--- config.mk ---
export PLATFORM = sky130hd
export DESIGN_NAME = cond_unit_flat
export DESIGN_NICKNAME = d
export VERILOG_FILES = /design/src/rtl/cond_pkg.sv /design/src/rtl/cond_unit_if.sv /design/src/rtl/cond_check.sv /design/src/rtl/cond_unit.sv /design/src/flat_wrapper.sv
export SDC_FILE = /design/constraint.sdc
export NUM_CORES = 1
export LEC_CHECK = 0
export ABC_AREA = 1
export CORE_MARGIN = 1
export CORE_UTILIZATION = 48
export CTS_BUF_LIST = sky130_fd_sc_hd__clkbuf_8
export CTS_CLUSTER_SIZE = 30
export DETAILED_ROUTE_END_ITERATION = 16
export MAX_ROUTING_LAYER = met4
export PLACE_DENSITY = 0.84
export SKIP_CTS_REPAIR_TIMING = 1
export SLEW_MARGIN = 5
export SYNTH_ARGS = -nofsm -noshare
export SYNTH_HDL_FRONTEND = slang
export SYNTH_SLANG_ARGS = --single-unit
--- constraint.sdc ---
create_clock -name CLK -period 1.8 [get_ports CLK]
set_clock_uncertainty 0.15 [all_clocks]
set_input_delay 0.27 -clock CLK [delete_from_list [all_inputs] [get_ports CLK]]
set_output_delay 0.27 -clock CLK [all_outputs]
set_load 0.03 [all_outputs]
--- src/rtl/cond_pkg.sv ---
// Shared definitions for the execute-stage condition/flag unit.
// Holds condition-code and ALU-operation encodings, NZCV bit indices and
// the helper that classifies an ALU operation as arithmetic.
package cond_pkg;

  localparam int unsigned COND_W  = 4;
  localparam int unsigned ALU_W   = 4;
  localparam int unsigned FLAG_W  = 4;
  localparam int unsigned FLAGW_W = 2;

  // NZCV bit positions inside the 4-bit flag vector
  localparam int unsigned FLAG_N = 3;
  localparam int unsigned FLAG_Z = 2;
  localparam int unsigned FLAG_C = 1;
  localparam int unsigned FLAG_V = 0;

  // Condition field encodings
  localparam logic [COND_W-1:0] COND_EQ = 4'b0000;
  localparam logic [COND_W-1:0] COND_NE = 4'b0001;
  localparam logic [COND_W-1:0] COND_CS = 4'b0010;
  localparam logic [COND_W-1:0] COND_CC = 4'b0011;
  localparam logic [COND_W-1:0] COND_MI = 4'b0100;
  localparam logic [COND_W-1:0] COND_PL = 4'b0101;
  localparam logic [COND_W-1:0] COND_VS = 4'b0110;
  localparam logic [COND_W-1:0] COND_VC = 4'b0111;
  localparam logic [COND_W-1:0] COND_HI = 4'b1000;
  localparam logic [COND_W-1:0] COND_LS = 4'b1001;
  localparam logic [COND_W-1:0] COND_GE = 4'b1010;
  localparam logic [COND_W-1:0] COND_LT = 4'b1011;
  localparam logic [COND_W-1:0] COND_GT = 4'b1100;
  localparam logic [COND_W-1:0] COND_LE = 4'b1101;
  localparam logic [COND_W-1:0] COND_AL = 4'b1110;

  // ALU operation encodings (data-processing opcode field)
  localparam logic [ALU_W-1:0] ALU_AND = 4'b0000;
  localparam logic [ALU_W-1:0] ALU_EOR = 4'b0001;
  localparam logic [ALU_W-1:0] ALU_SUB = 4'b0010;
  localparam logic [ALU_W-1:0] ALU_RSB = 4'b0011;
  localparam logic [ALU_W-1:0] ALU_ADD = 4'b0100;
  localparam logic [ALU_W-1:0] ALU_ADC = 4'b0101;
  localparam logic [ALU_W-1:0] ALU_SBC = 4'b0110;
  localparam logic [ALU_W-1:0] ALU_RSC = 4'b0111;
  localparam logic [ALU_W-1:0] ALU_TST = 4'b1000;
  localparam logic [ALU_W-1:0] ALU_TEQ = 4'b1001;
  localparam logic [ALU_W-1:0] ALU_CMP = 4'b1010;
  localparam logic [ALU_W-1:0] ALU_CMN = 4'b1011;
  localparam logic [ALU_W-1:0] ALU_ORR = 4'b1100;
  localparam logic [ALU_W-1:0] ALU_MOV = 4'b1101;
  localparam logic [ALU_W-1:0] ALU_BIC = 4'b1110;
  localparam logic [ALU_W-1:0] ALU_MVN = 4'b1111;

  // True for ops whose C/V come from the adder
  function automatic logic is_arith(input logic [ALU_W-1:0] op);
    return op inside {ALU_SUB, ALU_RSB, ALU_ADD, ALU_ADC,
                      ALU_SBC, ALU_RSC, ALU_CMP, ALU_CMN};
  endfunction

endpackage

--- src/rtl/cond_unit_if.sv ---
// Execute-stage bundle between decoder/ALU (master) and cond_unit (slave).
// Master drives instruction qualifiers, condition, ALU flags and write
// requests; slave returns gated enables, CondEx, stored flags and the
// annulled-instruction count.
interface cond_unit_if #(
  parameter int unsigned CNT_W = 16
);
  logic             Valid;
  logic             Stall;
  logic [3:0]       Cond;
  logic [3:0]       ALUControl;
  logic [3:0]       ALUFlags;
  logic             ShCarry;
  logic [1:0]       FlagW;
  logic             PCS;
  logic             RegW;
  logic             MemW;
  logic             NoWrite;
  logic             AnnulClr;
  logic             PCSrc;
  logic             RegWrite;
  logic             MemWrite;
  logic             CondEx;
  logic             C_out;
  logic [3:0]       Flags;
  logic [CNT_W-1:0] AnnulCount;

  modport master (
    output Valid, Stall, Cond, ALUControl, ALUFlags, ShCarry, FlagW,
           PCS, RegW, MemW, NoWrite, AnnulClr,
    input  PCSrc, RegWrite, MemWrite, CondEx, C_out, Flags, AnnulCount
  );

  modport slave (
    input  Valid, Stall, Cond, ALUControl, ALUFlags, ShCarry, FlagW,
           PCS, RegW, MemW, NoWrite, AnnulClr,
    output PCSrc, RegWrite, MemWrite, CondEx, C_out, Flags, AnnulCount
  );
endinterface

--- src/rtl/cond_check.sv ---
// Combinational ARM condition evaluator.
// Ports: Cond (4-bit condition field), Flags (stored NZCV) -> CondEx.
module cond_check
  import cond_pkg::*;
(
  input  logic [COND_W-1:0] Cond,
  input  logic [FLAG_W-1:0] Flags,
  output logic              CondEx
);

  logic n, z, c, v;

  assign n = Flags[FLAG_N];
  assign z = Flags[FLAG_Z];
  assign c = Flags[FLAG_C];
  assign v = Flags[FLAG_V];

  // AL and the 1111 encoding both fall through to always-pass
  always_comb begin
    CondEx = 1'b1;
    case (Cond)
      COND_EQ: CondEx = z;
      COND_NE: CondEx = ~z;
      COND_CS: CondEx = c;
      COND_CC: CondEx = ~c;
      COND_MI: CondEx = n;
      COND_PL: CondEx = ~n;
      COND_VS: CondEx = v;
      COND_VC: CondEx = ~v;
      COND_HI: CondEx = c & ~z;
      COND_LS: CondEx = ~c | z;
      COND_GE: CondEx = (n == v);
      COND_LT: CondEx = (n != v);
      COND_GT: CondEx = ~z & (n == v);
      COND_LE: CondEx = z | (n != v);
      default: CondEx = 1'b1;
    endcase
  end

endmodule

--- src/rtl/cond_unit.sv ---
// Execute-stage condition and flag unit.
// Holds the NZCV register, evaluates the condition, gates PC/reg/mem write
// enables, feeds stored C back to the ALU, and counts annulled instructions
// (saturating).
// Ports: CLK, RESETn (async active-low), bus (cond_unit_if.slave).
// Build option: COND_SHIFT_CARRY_EN -- logical S-ops load C from ShCarry;
// otherwise C is preserved for logical ops.
module cond_unit
  import cond_pkg::*;
#(
  parameter int unsigned CNT_W = 16
) (
  input  logic        CLK,
  input  logic        RESETn,
  cond_unit_if.slave  bus
);

  logic [FLAG_W-1:0] flags_q, flags_d;
  logic [CNT_W-1:0]  cnt_q, cnt_d;
  logic              cond_ex;
  logic              issue;
  logic              go;
  logic              annul;

  cond_check u_check (
    .Cond   (bus.Cond),
    .Flags  (flags_q),
    .CondEx (cond_ex)
  );

  // Stalled or invalid slots neither write nor count
  assign issue = bus.Valid & ~bus.Stall;
  assign go    = issue & cond_ex;
  assign annul = issue & ~cond_ex;

  // Next flag value; V is never touched by logical ops
  always_comb begin
    flags_d = flags_q;
    if (go && bus.FlagW[1]) begin
      flags_d[FLAG_N] = bus.ALUFlags[FLAG_N];
      flags_d[FLAG_Z] = bus.ALUFlags[FLAG_Z];
    end
    if (go && bus.FlagW[0]) begin
      if (is_arith(bus.ALUControl)) begin
        flags_d[FLAG_C] = bus.ALUFlags[FLAG_C];
        flags_d[FLAG_V] = bus.ALUFlags[FLAG_V];
      end else begin
`ifdef COND_SHIFT_CARRY_EN
        flags_d[FLAG_C] = bus.ShCarry;
`else
        flags_d[FLAG_C] = flags_q[FLAG_C];
`endif
      end
    end
  end

`ifndef COND_SHIFT_CARRY_EN
  logic unused_sh_carry;
  assign unused_sh_carry = bus.ShCarry;
`endif

  // Saturating annul counter; clear takes priority over an annul event
  always_comb begin
    cnt_d = cnt_q;
    if (bus.AnnulClr) begin
      cnt_d = '0;
    end else if (annul && (cnt_q != {CNT_W{1'b1}})) begin
      cnt_d = cnt_q + CNT_W'(1);
    end
  end

  always_ff @(posedge CLK or negedge RESETn) begin
    if (!RESETn) begin
      flags_q <= '0;
      cnt_q   <= '0;
    end else begin
      flags_q <= flags_d;
      cnt_q   <= cnt_d;
    end
  end

  assign bus.CondEx     = cond_ex;
  assign bus.PCSrc      = bus.PCS & go;
  assign bus.RegWrite   = bus.RegW & ~bus.NoWrite & go;
  assign bus.MemWrite   = bus.MemW & go;
  assign bus.C_out      = flags_q[FLAG_C];
  assign bus.Flags      = flags_q;
  assign bus.AnnulCount = cnt_q;

endmodule

--- src/flat_wrapper.sv ---
// flat-port wrapper written by rule: the top's interface ports become plain ports
module cond_unit_flat import cond_pkg::*;
#(
  parameter int unsigned CNT_W = 16
)
  (CLK, RESETn, bus_Valid, bus_Stall, bus_Cond, bus_ALUControl, bus_ALUFlags, bus_ShCarry, bus_FlagW, bus_PCS, bus_RegW, bus_MemW, bus_NoWrite, bus_AnnulClr, bus_PCSrc, bus_RegWrite, bus_MemWrite, bus_CondEx, bus_C_out, bus_Flags, bus_AnnulCount);
  cond_unit_if #(.CNT_W(CNT_W)) bus_i ();
  input  logic CLK;
  input  logic RESETn;
  input wire logic [$bits(bus_i.Valid)-1:0] bus_Valid;
  input wire logic [$bits(bus_i.Stall)-1:0] bus_Stall;
  input wire logic [$bits(bus_i.Cond)-1:0] bus_Cond;
  input wire logic [$bits(bus_i.ALUControl)-1:0] bus_ALUControl;
  input wire logic [$bits(bus_i.ALUFlags)-1:0] bus_ALUFlags;
  input wire logic [$bits(bus_i.ShCarry)-1:0] bus_ShCarry;
  input wire logic [$bits(bus_i.FlagW)-1:0] bus_FlagW;
  input wire logic [$bits(bus_i.PCS)-1:0] bus_PCS;
  input wire logic [$bits(bus_i.RegW)-1:0] bus_RegW;
  input wire logic [$bits(bus_i.MemW)-1:0] bus_MemW;
  input wire logic [$bits(bus_i.NoWrite)-1:0] bus_NoWrite;
  input wire logic [$bits(bus_i.AnnulClr)-1:0] bus_AnnulClr;
  output wire logic [$bits(bus_i.PCSrc)-1:0] bus_PCSrc;
  output wire logic [$bits(bus_i.RegWrite)-1:0] bus_RegWrite;
  output wire logic [$bits(bus_i.MemWrite)-1:0] bus_MemWrite;
  output wire logic [$bits(bus_i.CondEx)-1:0] bus_CondEx;
  output wire logic [$bits(bus_i.C_out)-1:0] bus_C_out;
  output wire logic [$bits(bus_i.Flags)-1:0] bus_Flags;
  output wire logic [$bits(bus_i.AnnulCount)-1:0] bus_AnnulCount;
  assign bus_i.Valid = bus_Valid;
  assign bus_i.Stall = bus_Stall;
  assign bus_i.Cond = bus_Cond;
  assign bus_i.ALUControl = bus_ALUControl;
  assign bus_i.ALUFlags = bus_ALUFlags;
  assign bus_i.ShCarry = bus_ShCarry;
  assign bus_i.FlagW = bus_FlagW;
  assign bus_i.PCS = bus_PCS;
  assign bus_i.RegW = bus_RegW;
  assign bus_i.MemW = bus_MemW;
  assign bus_i.NoWrite = bus_NoWrite;
  assign bus_i.AnnulClr = bus_AnnulClr;
  assign bus_PCSrc = bus_i.PCSrc;
  assign bus_RegWrite = bus_i.RegWrite;
  assign bus_MemWrite = bus_i.MemWrite;
  assign bus_CondEx = bus_i.CondEx;
  assign bus_C_out = bus_i.C_out;
  assign bus_Flags = bus_i.Flags;
  assign bus_AnnulCount = bus_i.AnnulCount;
  cond_unit #(.CNT_W(CNT_W)) u_core (.CLK(CLK), .RESETn(RESETn), .bus(bus_i));
endmodule
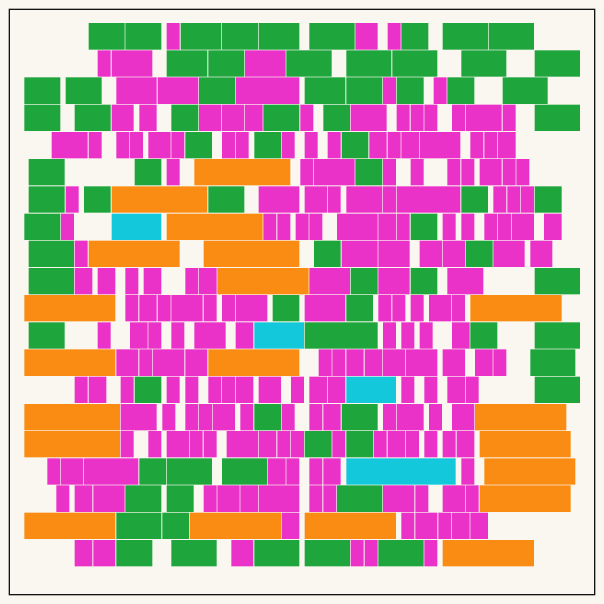
**Above:** run 1 (cells colored by class).
Scale: 10 px per µm.
class	color	cells	share of their area
clock drivers and dummy loads	cyan	4	2.9%
sequential cells	orange	20	21%
remaining buffers and delay cells	green	76	31%
remaining logic cells	magenta	206	45%

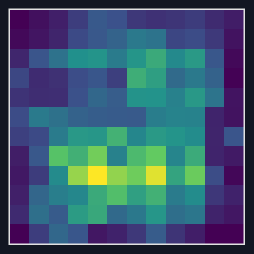
**Above:** run 1 (wire density map).
Scale: 4 px per µm. The die is cut into 12 by 12 equal tiles; dark purple is low, yellow is high, scaled to the fullest tile. Values are wire area over tile area, all layers added.
densest ninth of the die	bottom middle
mean over tiles	0.21
fullest tile	0.63
emptiest ninth of the die	top left

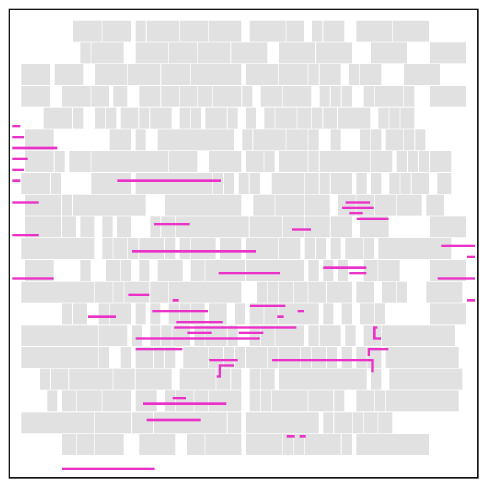
**Above:** run 1 (metal 3).
Scale: 8 px per µm. Cells faint in the background.
longest straight run	15.2 µm
main direction	horizontal
share of all routed wire	4.7%
wire length on this layer	210 µm

==> run 1: placed cells by master, fill, tap and decap left out, types with 6 or more instances in the layout <==
| cell type | instances |
|---|---|
| dlymetal6s2s_1 | 24 |
| nor2_1 | 15 |
| dfrtp_1 | 14 |
| xor2_1 | 7 |
| dfrtp_2 | 6 |
| nand4_1 | 17 |
| nand3_2 | 6 |
| clkdlybuf4s50_1 | 19 |
| nor2_4 | 6 |
| inv_1 | 26 |
| buf_4 | 28 |
| nand3_1 | 28 |
| nand2_1 | 65 |
==> run 1: power by group <==
group | switching [mW] | total [mW] | internal, mW
Sequential | 0.0621 | 0.554 | 0.492
Combinational | 0.445 | 0.814 | 0.369
Clock | 0.156 | 0.453 | 0.297
==> run 1: sequential cells by signal, summed over array words and instances (netlist names) <==
signal                 flops
u_core.bus.Flags           4
u_core.bus.AnnulCount     16
==> run 1: path summary, 6_finish.rpt <==
kind / startpoint / slack [ps] / endpoint
min reg2reg: u_core.bus.AnnulCount[15] / 390 / u_core.bus.AnnulCount[15]
min: RESETn / 180 / u_core.bus.AnnulCount[6]
max in group asynchronous: RESETn / 1090 / u_core.bus.Flags[1]
max: u_core.bus.Flags[0] / -350 / bus_MemWrite
min in group CLK: u_core.bus.AnnulCount[15] / 390 / u_core.bus.AnnulCount[15]
max reg2reg: u_core.bus.Flags[0] / 20 / u_core.bus.Flags[2]
==> run 1: cell families (layout without fill, tap and decap cells) <==
| logic type | after synthesis | count (layout) | share of synthesized area |
|---|---|---|---|
| AND/OR/NAND/NOR | 156 | 156 | 0.473 |
| XOR/XNOR | 8 | 8 | 0.0459 |
| AND-OR/OR-AND | 9 | 9 | 0.0377 |
| buffers and inverters | 39 | 112 | 0.107 |
| flip-flops | 20 | 20 | 0.328 |
| adder cells (fa/ha/maj) | 1 | 1 | 0.00820 |
==> results.py, run 1 <==
# Physical implementation metrics
metrics = {
    "outcome": {
        "outcome": "finished, violations left",
        "violations": "negative setup slack",
    },
    "synth": {
        "ys_top_cells_by_count": "nand2_1 (72), nand3_1 (32), inv_1 (29)",
        "syn-instance-count": 233,
        "synth_area_per_cell_um2": 6.55,
    },
    "worst_setup_path": {
        "crit_buf_inv": 3,
        "path_class": "reg2out",
        "rr_worst_depth": 13,
        "critPathArrivalTime_ps": 1730,
    },
    "floorplanning": {
        "num_rows": 20,
        "io_pins": 49,
        "die_h_um": 58.4,
        "fp_util": 0.504,
        "chipWidth_um": 58.4,
    },
    "placement": {
        "place_congestion": 0.875,
        "dpl-instance-area_um2": 2250,
        "portBuffers": 46,
    },
    "route": {
        "wirelength_mm": 4.47,
        "dr_wl_met2_mm": 2.18,
        "wl_met3_um": 210,
    },
    "final_timing": {
        "tns_ps": -1250,
        "period_minus_slack_ps": 2150,
        "grt_setup_unrepaired": "yes",
        "setup_viol": 4,
        "setup_ws_ps": -348,
    },
    "grt": {
        "track_usage": 0.262,
        "grt_util_met3": 0.0484,
    },
    "final_layout": {
        "fin_area_um2": 2510,
        "buffers": 76,
        "clock_area_frac": 0.0285,
        "drive_gt1_frac": 0.258,
        "flops": 20,
    },
    "clock_tree": {
        "cts-root-buf": "clkbuf_8",
        "clkLatencyLatePin_ps": 260,
        "cts_made_buffers": 3,
    },
}
==> run 2: changes to the inputs <==
--- a/config.mk
+++ b/config.mk
@@ -6,13 +6,15 @@
 export NUM_CORES = 1
 export LEC_CHECK = 0
 export ABC_AREA = 1
+export CORE_ASPECT_RATIO = 0.8
 export CORE_MARGIN = 1
 export CORE_UTILIZATION = 48
 export CTS_BUF_LIST = sky130_fd_sc_hd__clkbuf_8
 export CTS_CLUSTER_SIZE = 30
 export DETAILED_ROUTE_END_ITERATION = 16
 export MAX_ROUTING_LAYER = met4
-export PLACE_DENSITY = 0.84
+export PLACE_DENSITY = 0.83
+export RECOVER_POWER = 100
 export SKIP_CTS_REPAIR_TIMING = 1
 export SLEW_MARGIN = 5
 export SYNTH_ARGS = -nofsm -noshare
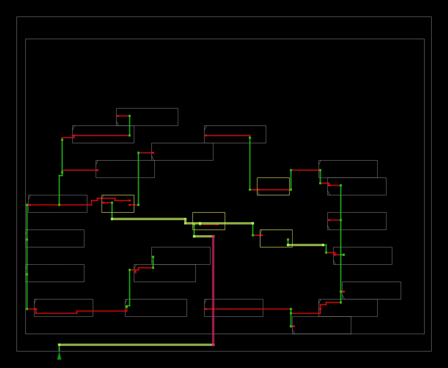
**Above:** run 2 (clock wiring as the flow saved it).
cts bufs inserted: 3
Late-Pin Clk Latency: 260 ps
Clock Sinks: 20
flip-flops: 20
Clock Power: 352 µW

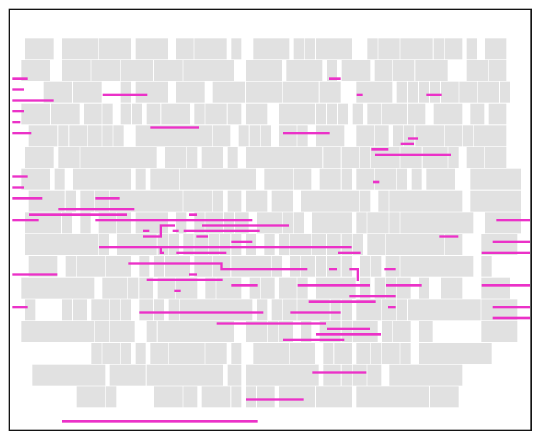
**Above:** run 2 (metal 3).
Scale: 8 px per µm. Cells faint in the background.
wire length on this layer	364 µm
share of all routed wire	7.0%
nets with wire on the layer	53
main direction	horizontal
longest straight run	31.3 µm

==> run 2 against run 1 <==
Against the previous run: setup slack better by 71 ps; cell count decreased by 2.6%; clock power down 22%; non-clock buffer count fell by 3; count of clock-buffer cells in the layout is 1 higher; synthesized cell count did not move; die area barely moved; cell area is 1.6% lower; critical path depth shrank 2; the flow still finishes with violations (negative setup slack); sequential cell count did not move; register-to-register slack got worse by 60 ps.
==> results.py, run 2 <==
# Physical implementation metrics
metrics = {
    "final_timing": {
        "grt_setup_unrepaired": "yes",
        "period_minus_slack_ps": 2080,
        "setup_ws_ps": -276,
        "tns_ps": -1250,
        "setup_viol": 19,
    },
    "floorplanning": {
        "io_pins": 49,
        "chipWidth_um": 65.1,
        "num_rows": 17,
        "fp_util": 0.528,
    },
    "outcome": {
        "outcome": "finished, violations left",
        "violations": "negative setup slack",
    },
    "placement": {
        "portBuffers": 46,
        "dpl-instance-area_um2": 2260,
        "place_congestion": 0.939,
    },
    "min_path": {
        "hold_path_startpoint": "u_core.bus.AnnulCount[15]",
        "min_to": "u_core.bus.AnnulCount[15]",
    },
    "synth": {
        "synthSimpleGateAreaFrac": 0.473,
        "adder_share": 0.00820,
        "synth_area_per_cell_um2": 6.55,
        "ys_top_logic_family": "simple AND/OR/NAND/NOR gates",
        "aoi_share": 0.0377,
        "ys_top_cells_by_count": "nand2_1 (72), nand3_1 (32), inv_1 (29)",
        "syn-instance-count": 233,
        "ys_sh_mux": 0,
    },
    "final_layout": {
        "layout_top_cell": "nand2_1",
        "num_antenna_cells": 0,
        "fin_area_um2": 2470,
        "largest_reg_flops": 16,
    },
    "grt": {
        "grt_util_met3": 0.0543,
        "track_usage": 0.269,
        "grtUsageMet2": 0.405,
    },
    "worst_setup_path": {
        "r2r_start": "u_core.bus.Flags[2]",
        "path_class": "reg2out",
        "critPathLaunch": "u_core.bus.Flags[2]",
        "reg2reg_slack_ps": -40,
        "crit_buf_inv": 3,
        "rr_worst_depth": 11,
        "critPathArrivalTime_ps": 1660,
        "cp.depth": 10,
        "crit_end": "bus_PCSrc",
        "critical_path.reg2reg.endpoint": "u_core.bus.AnnulCount[11]",
    },
    "route": {
        "drt_iter0_markers": 217,
        "wirelength_mm": 5.23,
    },
    "clock_tree": {
        "cts-root-buf": "clkbuf_8",
    },
}
[run 2: kinds of logic (layout without fill, tap and decap cells)]
family                     after synthesis  count (layout)
and+or+nand+nor                        156             156
buffers and inverters                   39             109
DFF                                     20              20
AOI/OAI and AO/OA                        9               9
xor gates and xnor gates                 8               8
adders and majority gates                1               1
[run 2: cell type report]
type / count / area [µm²] / share of cell area
inverter: 32 / 120 / 0.0487
timing repair buffer: 73 / 737 / 0.299
multi-input combinational: 174 / 998 / 0.405
clock buffer: 4 / 55.1 / 0.0223
tap: 38 / 47.5 / 0.0193
sequential: 20 / 508 / 0.206
[run 2: metrics by stage]
step	setup WS (ps)	utilization
6_report	-276	0.853
5_1_grt	-347	0.853
4_1_cts	-441	0.801
3_5_place_dp	-438	0.782
3_3_place_gp	-416	0.782
2_1_floorplan	-16.2	-
[run 2: power breakdown]
part           total, mW  switching (mW)  internal (mW)
Sequential         0.552          0.0603          0.492
Clock              0.352           0.158          0.195
Combinational      0.802           0.459          0.342
[run 2: metal layers]
metal,share of wire,up-vias,wire length [µm]
met2,0.48,105,2520
li1,-,891,-
met3,0.069,20,363
met1,0.42,922,2200
met5,0,-,0
met4,0.027,0,143
[run 2: worst reg2reg max path: stages, from the launching register on]
cell	delay [ps]
dfrtp_2	430
inv_1	70
nand2_1	110
nand3_1	130
nand3_2	120
buf_4	120
nand3_4	60
nor2_4	140
nand2_4	120
buf_12	160
nand3_1	70
nand2_1	60
==> run 3: changes to the inputs <==
--- a/config.mk
+++ b/config.mk
@@ -12,11 +12,12 @@
 export CTS_BUF_LIST = sky130_fd_sc_hd__clkbuf_8
 export CTS_CLUSTER_SIZE = 30
 export DETAILED_ROUTE_END_ITERATION = 16
+export HOLD_SLACK_MARGIN = 0.15
 export MAX_ROUTING_LAYER = met4
 export PLACE_DENSITY = 0.83
 export RECOVER_POWER = 100
 export SKIP_CTS_REPAIR_TIMING = 1
-export SLEW_MARGIN = 5
+export SLEW_MARGIN = 20
 export SYNTH_ARGS = -nofsm -noshare
 export SYNTH_HDL_FRONTEND = slang
 export SYNTH_SLANG_ARGS = --single-unit
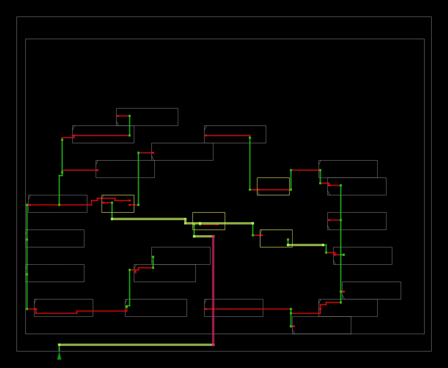
**Above:** run 3 (clock wiring as the flow saved it).
clock buffer count: 4

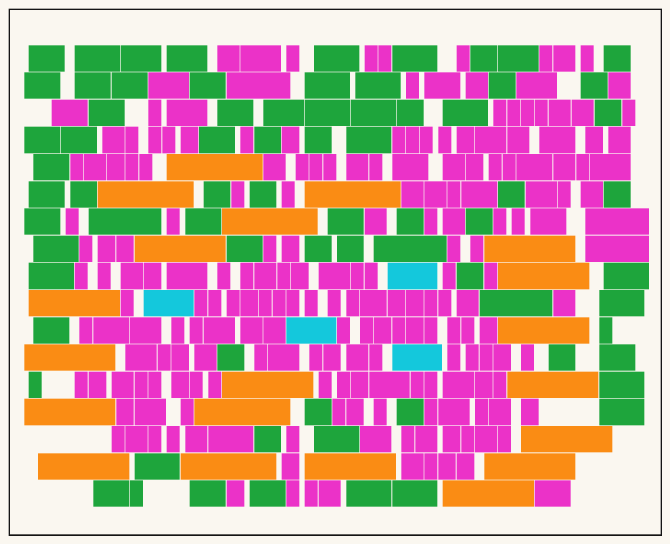
**Above:** run 3 (cells colored by class).
Scale: 10 px per µm.
class	color	cells	share of their area
remaining buffers and delay cells	green	73	30%
remaining logic cells	magenta	206	46%
clock drivers and dummy loads	cyan	4	2.3%
sequential cells	orange	20	21%

==> run 3 against run 2 <==
Against the previous run: the run still ends with negative setup slack left; clock power about the same; synthesized cell count did not move; wire length did not move; synthesized area is the same; cell area unchanged; critical path depth unchanged; first-iteration DRC count is the same.
==> results.py, run 3 <==
# Physical implementation metrics
metrics = {
    "outcome": {
        "outcome": "finished, violations left",
        "violations": "negative setup slack",
    },
    "flow_run": {
        "warnings": 30,
    },
    "synth": {
        "syn-instance-count": 233,
        "synth_area_per_cell_um2": 6.55,
        "ys_top_cells_by_count": "nand2_1 (72), nand3_1 (32), inv_1 (29)",
    },
    "placement": {
        "portBuffers": 46,
        "pre_cts_ws_ps": -438,
        "place_congestion": 0.939,
        "dpl-instance-area_um2": 2260,
    },
    "final_timing": {
        "grt_setup_unrepaired": "yes",
        "setup_viol": 19,
        "setup_ws_ps": -276,
        "period_minus_slack_ps": 2080,
    },
    "floorplanning": {
        "chipWidth_um": 65.1,
        "io_pins": 49,
        "num_rows": 17,
        "die_h_um": 52.4,
    },
    "final_layout": {
        "largest_reg_flops": 16,
        "fin_area_um2": 2470,
        "final_util": 0.853,
        "layout_top_cell": "nand2_1",
        "final_cell_mix": "nand2_1 (62), nand3_1 (25), inv_1 (25), buf_4 (23), clkdlybuf4s50_1 (21)",
        "drive_gt1_frac": 0.277,
        "num_antenna_cells": 0,
    },
    "worst_setup_path": {
        "path_class": "reg2out",
        "critPathArrivalTime_ps": 1660,
        "reg2reg_slack_ps": -40,
    },
    "clock_tree": {
        "clock_sinks": 20,
        "cts_made_buffers": 3,
        "clkLatencyLatePin_ps": 260,
    },
    "route": {
        "drt_iter0_markers": 217,
        "wirelength_mm": 5.23,
    },
    "grt": {
        "track_usage": 0.269,
    },
}
-- run 3: final cells by class --
cell class                 count  area (µm²)  share of cell area
multi-input combinational    174         998               0.405
timing repair buffer          73         737               0.299
tap                           38        47.5              0.0193
sequential                    20         508               0.206
clock buffer                   4        55.1              0.0223
inverter                      32         120              0.0487
-- run 3: report_power, final --
group	leakage (nW)	switching (mW)	internal [mW]
logic	1.21	0.459	0.342
registers	0.265	0.0603	0.492
clock network	0.0288	0.158	0.195
total	1.50	0.677	1.03
-- run 3: path summary, 6_finish.rpt --
kind	startpoint	to	cells past startpoint
min in group asynchronous	RESETn	u_core.bus.AnnulCount[7]	2
max in group asynchronous	RESETn	u_core.bus.Flags[3]	2
worst min register to register	u_core.bus.AnnulCount[15]	u_core.bus.AnnulCount[15]	2
worst min-delay path	u_core.bus.AnnulCount[15]	u_core.bus.AnnulCount[15]	2
worst max register to register	u_core.bus.Flags[2]	u_core.bus.AnnulCount[11]	11
worst max-delay path	u_core.bus.Flags[2]	bus_PCSrc	10
-- run 3: cell families after synthesis --
| kind of cell | share of synthesized area |
|---|---|
| buf+inv | 0.107 |
| fa+ha+maj | 0.00820 |
| flops | 0.328 |
| xor+xnor | 0.0459 |
| simple gates | 0.473 |
| compound gates | 0.0377 |
-- run 3: metal layers --
layer / vias up / GRT usage / part of all wire / routed length [µm]
met5: - / - / 0 / 0
met4: 0 / 0.0580 / 0.027 / 143
met3: 20 / 0.0543 / 0.069 / 363
met2: 105 / 0.405 / 0.48 / 2520
met1: 922 / 0.376 / 0.42 / 2200
li1: 891 / - / - / -
-- run 3: critical path: stages, from the launching register on --
cell and delay, ps:
dfrtp_2 450, inv_1 80, nand2_1 90, nand3_1 120, nand3_2 100, inv_1 70, nor2_2 50, nand2_4 100
nand2_4 80, nor2_4 100, buf_6 140
No activity file was given, so power comes from the tool's default toggle rates.
